===== src/rtl/counter_reload_ctrl.sv =====
// rtl/counter_reload_ctrl.sv - segment sequencer driving a loadable counter's load/load_data
// Optional feature macro: COUNTER_RELOAD_CTRL_WRAP_CNT_EN (adds 8-bit saturating wrap_count output)
module counter_reload_ctrl #(
  parameter int DEPTH = 2,
  parameter int WIDTH = 4
) (
  input  logic             clk,
  input  logic             reset_n,
  input  logic             cfg_valid,
  output logic             cfg_ready,
  input  logic [WIDTH-1:0] cfg_start,
  input  logic [WIDTH-1:0] cfg_end,
  input  logic             stop,
  input  logic             pause,
  input  logic [WIDTH-1:0] count,
  output logic             load,
  output logic [WIDTH-1:0] load_data,
  output logic             wrap_pulse,
`ifdef COUNTER_RELOAD_CTRL_WRAP_CNT_EN
  output logic [7:0]       wrap_count,
`endif
  output logic             busy
);

  localparam int AW = (DEPTH > 1) ? $clog2(DEPTH) : 1;
  localparam logic [AW:0] DEPTH_C = (AW+1)'(DEPTH);

  typedef enum logic {S_IDLE, S_RUN} state_t;

  state_t           state, next_state;
  logic [WIDTH-1:0] q_start [DEPTH];
  logic [WIDTH-1:0] q_end   [DEPTH];
  logic [AW-1:0]    wr_ptr, rd_ptr;
  logic [AW:0]      q_cnt;
  logic [WIDTH-1:0] cur_start, cur_end;
  logic             stop_pending;

  logic             q_empty, q_full, push, pop, flush, set_stop, clr_stop;
  logic [WIDTH-1:0] head_start, head_end;

  assign q_empty    = (q_cnt == '0);
  assign q_full     = (q_cnt == DEPTH_C);
  assign head_start = q_start[rd_ptr];
  assign head_end   = q_end[rd_ptr];
  assign cfg_ready  = !q_full && !stop_pending;
  assign push       = cfg_valid && cfg_ready;
  assign busy       = (state == S_RUN);

  // Next state and counter control; default holds the counter by reloading its own value
  always_comb begin
    next_state = state;
    load       = 1'b1;
    load_data  = count;
    wrap_pulse = 1'b0;
    pop        = 1'b0;
    flush      = 1'b0;
    set_stop   = 1'b0;
    clr_stop   = 1'b0;
    case (state)
      S_IDLE: begin
        if (!q_empty) begin
          load_data  = head_start;
          pop        = 1'b1;
          next_state = S_RUN;
        end
      end
      S_RUN: begin
        if (pause) begin
          set_stop = stop;
        end else if (count == cur_end) begin
          wrap_pulse = 1'b1;
          if (stop_pending || stop) begin
            flush      = 1'b1;
            clr_stop   = 1'b1;
            next_state = S_IDLE;
          end else if (!q_empty) begin
            load_data = head_start;
            pop       = 1'b1;
          end else begin
            load_data = cur_start;
          end
        end else begin
          load     = 1'b0;
          set_stop = stop;
        end
      end
      default: next_state = S_IDLE;
    endcase
  end

  // State register
  always_ff @(posedge clk or negedge reset_n) begin
    if (!reset_n) state <= S_IDLE;
    else          state <= next_state;
  end

  // Queue storage; contents are don't-care until counted valid
  always_ff @(posedge clk) begin
    if (push) begin
      q_start[wr_ptr] <= cfg_start;
      q_end[wr_ptr]   <= cfg_end;
    end
  end

  // Queue pointers and occupancy; a flush keeps only a descriptor accepted in the same cycle
  always_ff @(posedge clk or negedge reset_n) begin
    if (!reset_n) begin
      wr_ptr <= '0;
      rd_ptr <= '0;
      q_cnt  <= '0;
    end else if (flush) begin
      rd_ptr <= wr_ptr;
      wr_ptr <= push ? wr_ptr + AW'(1) : wr_ptr;
      q_cnt  <= push ? (AW+1)'(1) : '0;
    end else begin
      if (push) wr_ptr <= wr_ptr + AW'(1);
      if (pop)  rd_ptr <= rd_ptr + AW'(1);
      if (push && !pop)      q_cnt <= q_cnt + (AW+1)'(1);
      else if (!push && pop) q_cnt <= q_cnt - (AW+1)'(1);
    end
  end

  // Active segment bounds and deferred stop request
  always_ff @(posedge clk or negedge reset_n) begin
    if (!reset_n) begin
      cur_start    <= '0;
      cur_end      <= '0;
      stop_pending <= 1'b0;
    end else begin
      if (pop) begin
        cur_start <= head_start;
        cur_end   <= head_end;
      end
      if (clr_stop)      stop_pending <= 1'b0;
      else if (set_stop) stop_pending <= 1'b1;
    end
  end

`ifdef COUNTER_RELOAD_CTRL_WRAP_CNT_EN
  // Wraps within the current segment, restarted on each new segment, saturating at 255
  always_ff @(posedge clk or negedge reset_n) begin
    if (!reset_n)                           wrap_count <= 8'd0;
    else if (pop)                           wrap_count <= wrap_pulse ? 8'd1 : 8'd0;
    else if (wrap_pulse && wrap_count != 8'hFF) wrap_count <= wrap_count + 8'd1;
  end
`endif

endmodule


===== config.mk =====
export PLATFORM = sky130hd
export DESIGN_NAME = counter_reload_ctrl
export DESIGN_NICKNAME = d
export VERILOG_FILES = /design/src/rtl/counter_reload_ctrl.sv
export SDC_FILE = /design/constraint.sdc
export NUM_CORES = 1
export LEC_CHECK = 0
export CAP_MARGIN = 20
export CORE_UTILIZATION = 40
export DETAILED_ROUTE_END_ITERATION = 10
export GPL_TIMING_DRIVEN = 0
export MAX_ROUTING_LAYER = met4
export PLACE_DENSITY = 0.65
export SLEW_MARGIN = 20
export SYNTH_ARGS = -nofsm -noshare
export SYNTH_HDL_FRONTEND = slang
export SYNTH_SLANG_ARGS = --single-unit

===== constraint.sdc =====
create_clock -name clk -period 1.6 [get_ports clk]
set_input_delay 0.16 -clock clk [delete_from_list [all_inputs] [get_ports clk]]
set_output_delay 0.16 -clock clk [all_outputs]
set_load 0.05 [all_outputs]

==> flow_summary.ini, run 1 <==
; yosys + openroad results
[sta]
rsz0062_at_grt = true
final.setup_skew_ns = 0.00717
worst_pin_slew_ns = 0.617
fmax_mhz = 471
hold_viol = 0
setup_viol = 18
fin_ws_ns = -0.522
hold_slack_ns = 0.218

[setup_path]
cpPeakStageDelay_ns = 0.43
worstSetupPathDepth = 7
crit_slowest_cell = dfrtp_1
required_ns = 1.44
crit_family = flip-flops
worstSetupStartpoint = cur_end[3]
path_max_fanout = 4
start_kind = flip-flop
crit_type = flip-flop to primary output
reg2regPathDepth = 7
critPathCaptureType = primary output
timing.critical_path.buf_inv = 2
worstPathArrival_ns = 1.96

[pwr]
power_per_cell_area_mw_per_mm2 = 1650
vdd_drop_max_uv = 677
leakagePower_uw = 0.000802

[floorplanning]
fp.dieW_um = 62.2
fp_util_pct = 42.7
dieArea_mm2 = 0.00386
pin_count = 25
core.rowCount = 21
core_area_mm2 = 0.00339

[clocking]
clk_latency_ns = 0.32
numCtsBuffers = 5
clkSlewWorstSetupHoldPaths_ns = 0.09
cts-root-buf = clkbuf_4
cts_tree = yes
numClockSinks = 30
clock_path_buffers = 2

[final_layout]
post-route-util_pct = 60.8
nMultiInputCombCells = 86
drive_above_1_share_pct = 35.0
top_area_cell_class = sequential cells
comb_area_um2 = 769
regArea_um2 = 833
insertedDiodeCount = 0
num-fill-cells = 278
final_net_count = 176

[yosys]
edf_count = 16
area_leaders = edfxtp_1, dfrtp_1, mux2i_1
synth.top_cells.by_count = edfxtp_1, nor2_1, a21oi_1, dfrtp_1, a31oi_1
ys_sh_aoi_pct = 18.0
async_reset_ff_share_pct = 46.7
synthCells = 125
ys.flops = 30
yosysWarnings = 0
netlist_area_mm2 = 0.00145
ys_area_mm2 = 0.00145
adder_share_pct = 0
synth_top_flop_cell = edfxtp_1
syn_avg_cell_area_um2 = 11.6
ys_sh_xor_pct = 3.63
yosysUniqueCellTypes = 34

[route]
drt_iter0_drc = 44
detail_route.first_pass.iterations = 4
ant_nets = 0

[grt]
grt_antenna_before_repair = 0
grt_overflow_total = 0
grt_pass1_vias = 1145

[place]
port_buffers = 24
hpwl_mm = 2.31
place_ws_ns = -1.12

[worst_hold_path]
hp-class = input pin to asynchronous set/reset pin

[flow_run]
drv_cap = 0
warnings = 29

[run_status]
status = finished, violations left
violations = negative setup slack
## run 1: where the power goes
part	leakage [µW]	internal, µW	total, µW	switching (µW)
Combinational	0.000468	766	1720	959
Sequential	0.000299	1010	1210	202
Clock	0.0000353	213	454	241
Total	0.000802	1990	3390	1400
## run 1: state kept, by name, summed over array words and instances, names as in the netlist
register,count
cur_start,4
q_start,8
stop_pending,1
q_cnt,2
q_end,8
rd_ptr,1
busy,1
wr_ptr,1
cur_end,4
## run 1: layer usage
metal	up-vias	track usage [%]	share of wire, %
li1	551	-	-
met1	532	23.4	45
met2	27	30.1	50
met3	9	3.86	3.1
met4	0	7.56	1.6
met5	-	-	0
## run 1: timing repair
action	CTS	global route
hold buffers	0	0
setup endpoints to repair	20	27
buffers inserted	1	3
pin swaps	2	7
resized	47	11
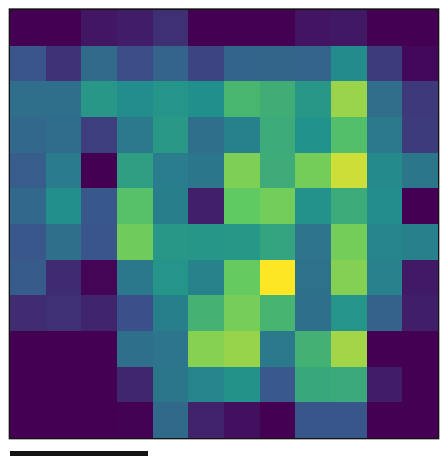
**Above:** run 1 (wiring heat map).
The bar under the picture is 20 µm long. The die is cut into 12 by 12 equal tiles; dark purple is low, yellow is high, scaled to the fullest tile. Values are wire area over tile area, all layers added.
densest ninth of the die: middle
tiles over half the peak: 28%
fullest tile: 0.37
final WL: 3.20 mm
WL/cell: 15.6 µm
Total GRT Usage: 18.8%
via count: 1119

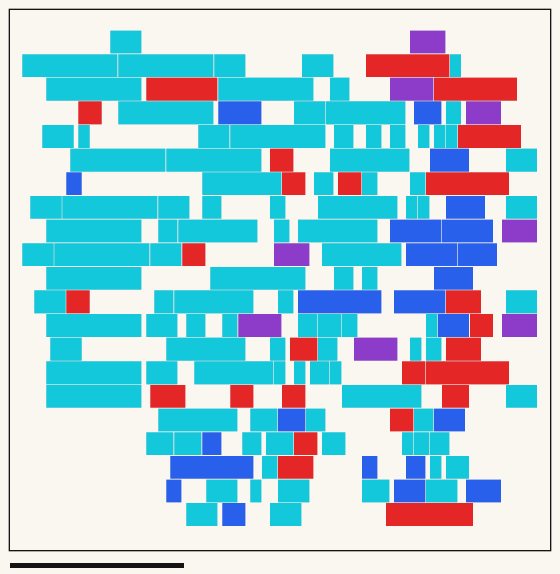
**Above:** run 1 (sizing map).
The bar under the picture is 20 µm long.
legend:
  purple:
    size: _6 and larger
    cells: 8
    share: 5.0%
  red:
    size: _3 and _4 cells
    cells: 25
    share: 16%
  cyan:
    size: _0 and _1 cells
    cells: 104
    share: 65%
  blue:
    size: _2 cells
    cells: 23
    share: 14%
Non-CTS buffers: 35
final instance area: 0.00206 mm²
synthesis-to-layout area growth: 42.4%
setup ws final: -0.522 ns

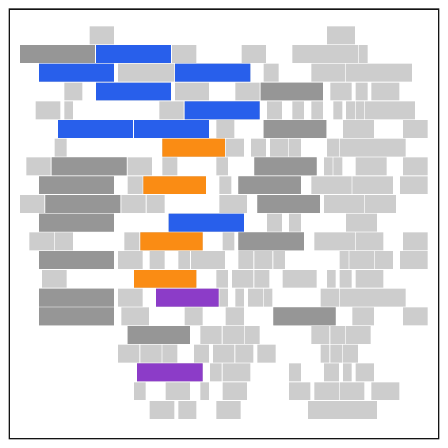
**Above:** run 1 (sequential cells colored by netlist name).
legend:
  blue:
    name_in_the_netlist: q_start
    placed_flops: 8
  purple:
    name_in_the_netlist: q_cnt
    placed_flops: 2
  orange:
    name_in_the_netlist: cur_end
    placed_flops: 4
not colored: 16
Seq area share: 40.4%
Seq. pwr: 1210 µW

**Run 1: routed clock nets over the placement**

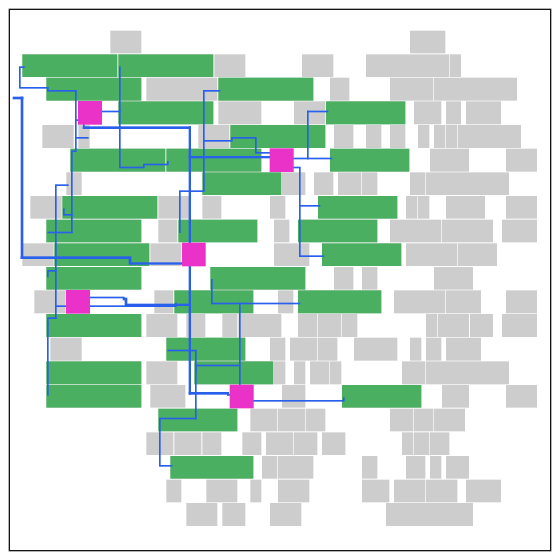

==> run 1 -> run 2 <==
CORE_MARGIN = 2   (was unset)
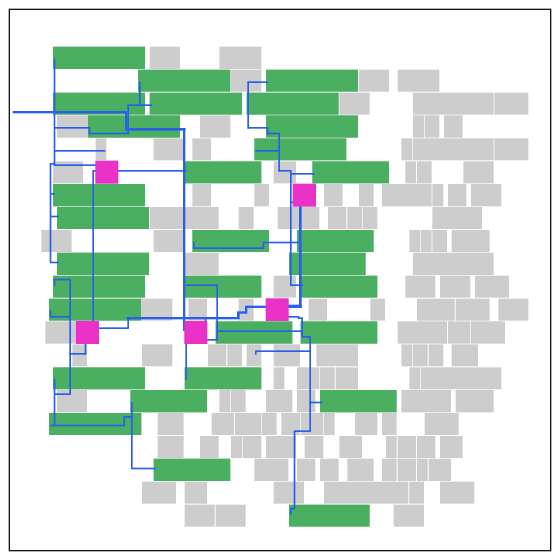
**Above:** run 2 (routed clock nets over the placement).
legend:
  magenta:
    item: clock drivers
    count: 5
  blue:
    item: clock wires
    length: 352 µm
  green:
    item: flip-flops
    count: 30
routed clock nets: 6
clk_lat worst skew: 0.32 ns
Clock Power: 412 µW
clock group share of total power: 12.3%
skew final: 0.00708 ns

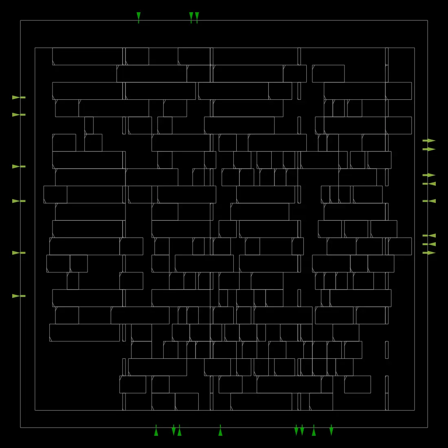
**Above:** run 2 (cell placement).
tap cells: 46
Seq cells: 30
core area: 0.00342 mm²
Fillers: 305

==> flow_summary.ini, run 2 <==
; yosys + openroad results
[run_status]
status = finished, violations left
violations = negative setup slack

[route]
routed-wl-met2_mm = 1.61
wl_met3_um = 172
drt-met1-wl_mm = 1.38
top_layer = met4
ant_nets = 0
vias = 1129
detail_route.first_pass.iterations = 4
wl_per_cell_um = 15.5
totalWireLength_mm = 3.21
drt_iter0_drc = 53
drc_errors = 0

[grt]
grt_use_met2_pct = 28.6
grt_pass1_vias = 1179
use_met3_pct = 5.99
use_met1_pct = 20.4
globalRoute.busiestLayer = met2
grt_overflow_total = 0
grt_antenna_before_repair = 0
grt_use_total_pct = 17.7
grt_pass1_wl_mm = 5.31

[flow_run]
warnings = 29
drv_cap = 0

[setup_path]
crit_family = buffers and inverters
timing.critical_path.buf_inv = 3
worstSetupPathDepth = 7
worstPathArrival_ns = 1.97
crit_slowest_cell = dfrtp_1
crit_type = flip-flop to primary output
start_kind = flip-flop
reg2regPathDepth = 7
worstSetupStartpoint = cur_end[2]
critPathCaptureType = primary output
path_max_fanout = 4
cpPeakStageDelay_ns = 0.43
required_ns = 1.44
crit_end = load_data[3]
ff2ff_setup_slack_ns = -0.34
path_cells = xnor2_2 > and4_4 > buf_4 > buf_4 > and3_4 > a221oi_4 > buf_6

[yosys]
yosysWarnings = 0
async_reset_ff_share_pct = 46.7
ys.flops = 30
mux_share_pct = 5.53
synth_top_flop_cell = edfxtp_1
top_area_share_pct = 33.2
area_leaders = edfxtp_1, dfrtp_1, mux2i_1
simple_gate_share_pct = 12.3
adder_share_pct = 0
syn_avg_cell_area_um2 = 11.6
yosysMostFrequentCell = edfxtp_1
synthCells = 125
ys_sh_aoi_pct = 18.0
ys_sh_xor_pct = 3.63
synth.top_cells.by_count = edfxtp_1, nor2_1, a21oi_1, dfrtp_1, a31oi_1
edf_count = 16
synth_top_cell_by_area = edfxtp_1
netlist_area_mm2 = 0.00145
yosysUniqueCellTypes = 34
ys_area_mm2 = 0.00145

[pwr]
vdd_drop_max_uv = 736
power_per_cell_area_mw_per_mm2 = 1650
leakagePower_uw = 0.000800

[final_layout]
drive_above_1_share_pct = 31.7
insertedDiodeCount = 0
post-route-util_pct = 59.3
final_net_count = 177
largestRegisters = q_end x8, q_start x8

[place]
port_buffers = 24
place_ws_ns = -1.13
hpwl_mm = 2.28
gp_congestion = 0.808
place_area_mm2 = 0.00189

[floorplanning]
core.rowCount = 21
pin_count = 25
die_h_um = 64.2
fp.dieW_um = 64.2
dieArea_mm2 = 0.00412
fp_util_pct = 42.4

[sta]
worst_pin_slew_ns = 0.638
hold_slack_ns = 0.230
rsz0062_at_grt = true
hold_viol = 0
drv_slew = 0
fin_ws_ns = -0.532
period_needed_ns = 2.13
fmax_mhz = 469
setup_viol = 18

[clocking]
cts_resized = 48
cts_tree = yes
cts_setup_buffers = 2
cts-root-buf = clkbuf_4
htree_levels = 2
numClockSinks = 30
clkSlewWorstSetupHoldPaths_ns = 0.09
ctsHoldBuffers = 0
numCtsBuffers = 5
clock_path_buffers = 2

[worst_hold_path]
hp-class = input pin to asynchronous set/reset pin
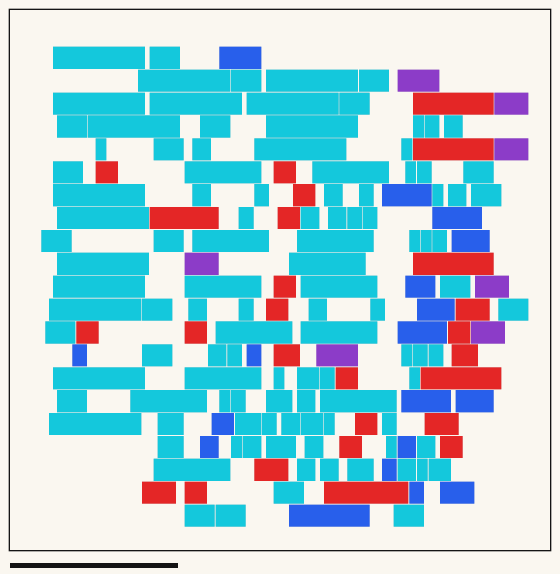
**Above:** run 2 (sizing map).
The bar under the picture is 20 µm long.
synthesis-to-layout area growth: 39.8%
setup ws final: -0.532 ns
final instance area: 0.00202 mm²

[run 2: cell count changes in the layout (fill, tap and decap cells not counted), sizes merged]
cell | previous run | this run
buf | 12 | 13
clkdlybuf4s18 | 1 | 0
clkinv | 1 | 2
[run 2: area by class of cell]
class                           instances  area (µm²)  share of cell area, %
Clock buffer                            6        41.3                   2.04
Clock inverter                          2        10.0                  0.494
Timing Repair Buffer                   29         275                   13.6
Sequential cell                        30         832                   41.1
Buffer                                  7        66.3                   3.28
Tap cell                               46        57.6                   2.84
Multi-Input combinational cell         86         738                   36.5
Inverter                                1        3.75                  0.185
[run 2: where the power goes]
group | internal, µW | switching, µW | total [µW]
sequential | 1010 | 203 | 1210
combinational | 773 | 947 | 1720
clock | 167 | 245 | 412
Power figures rest on the tool's default switching activity, not on a simulated workload.
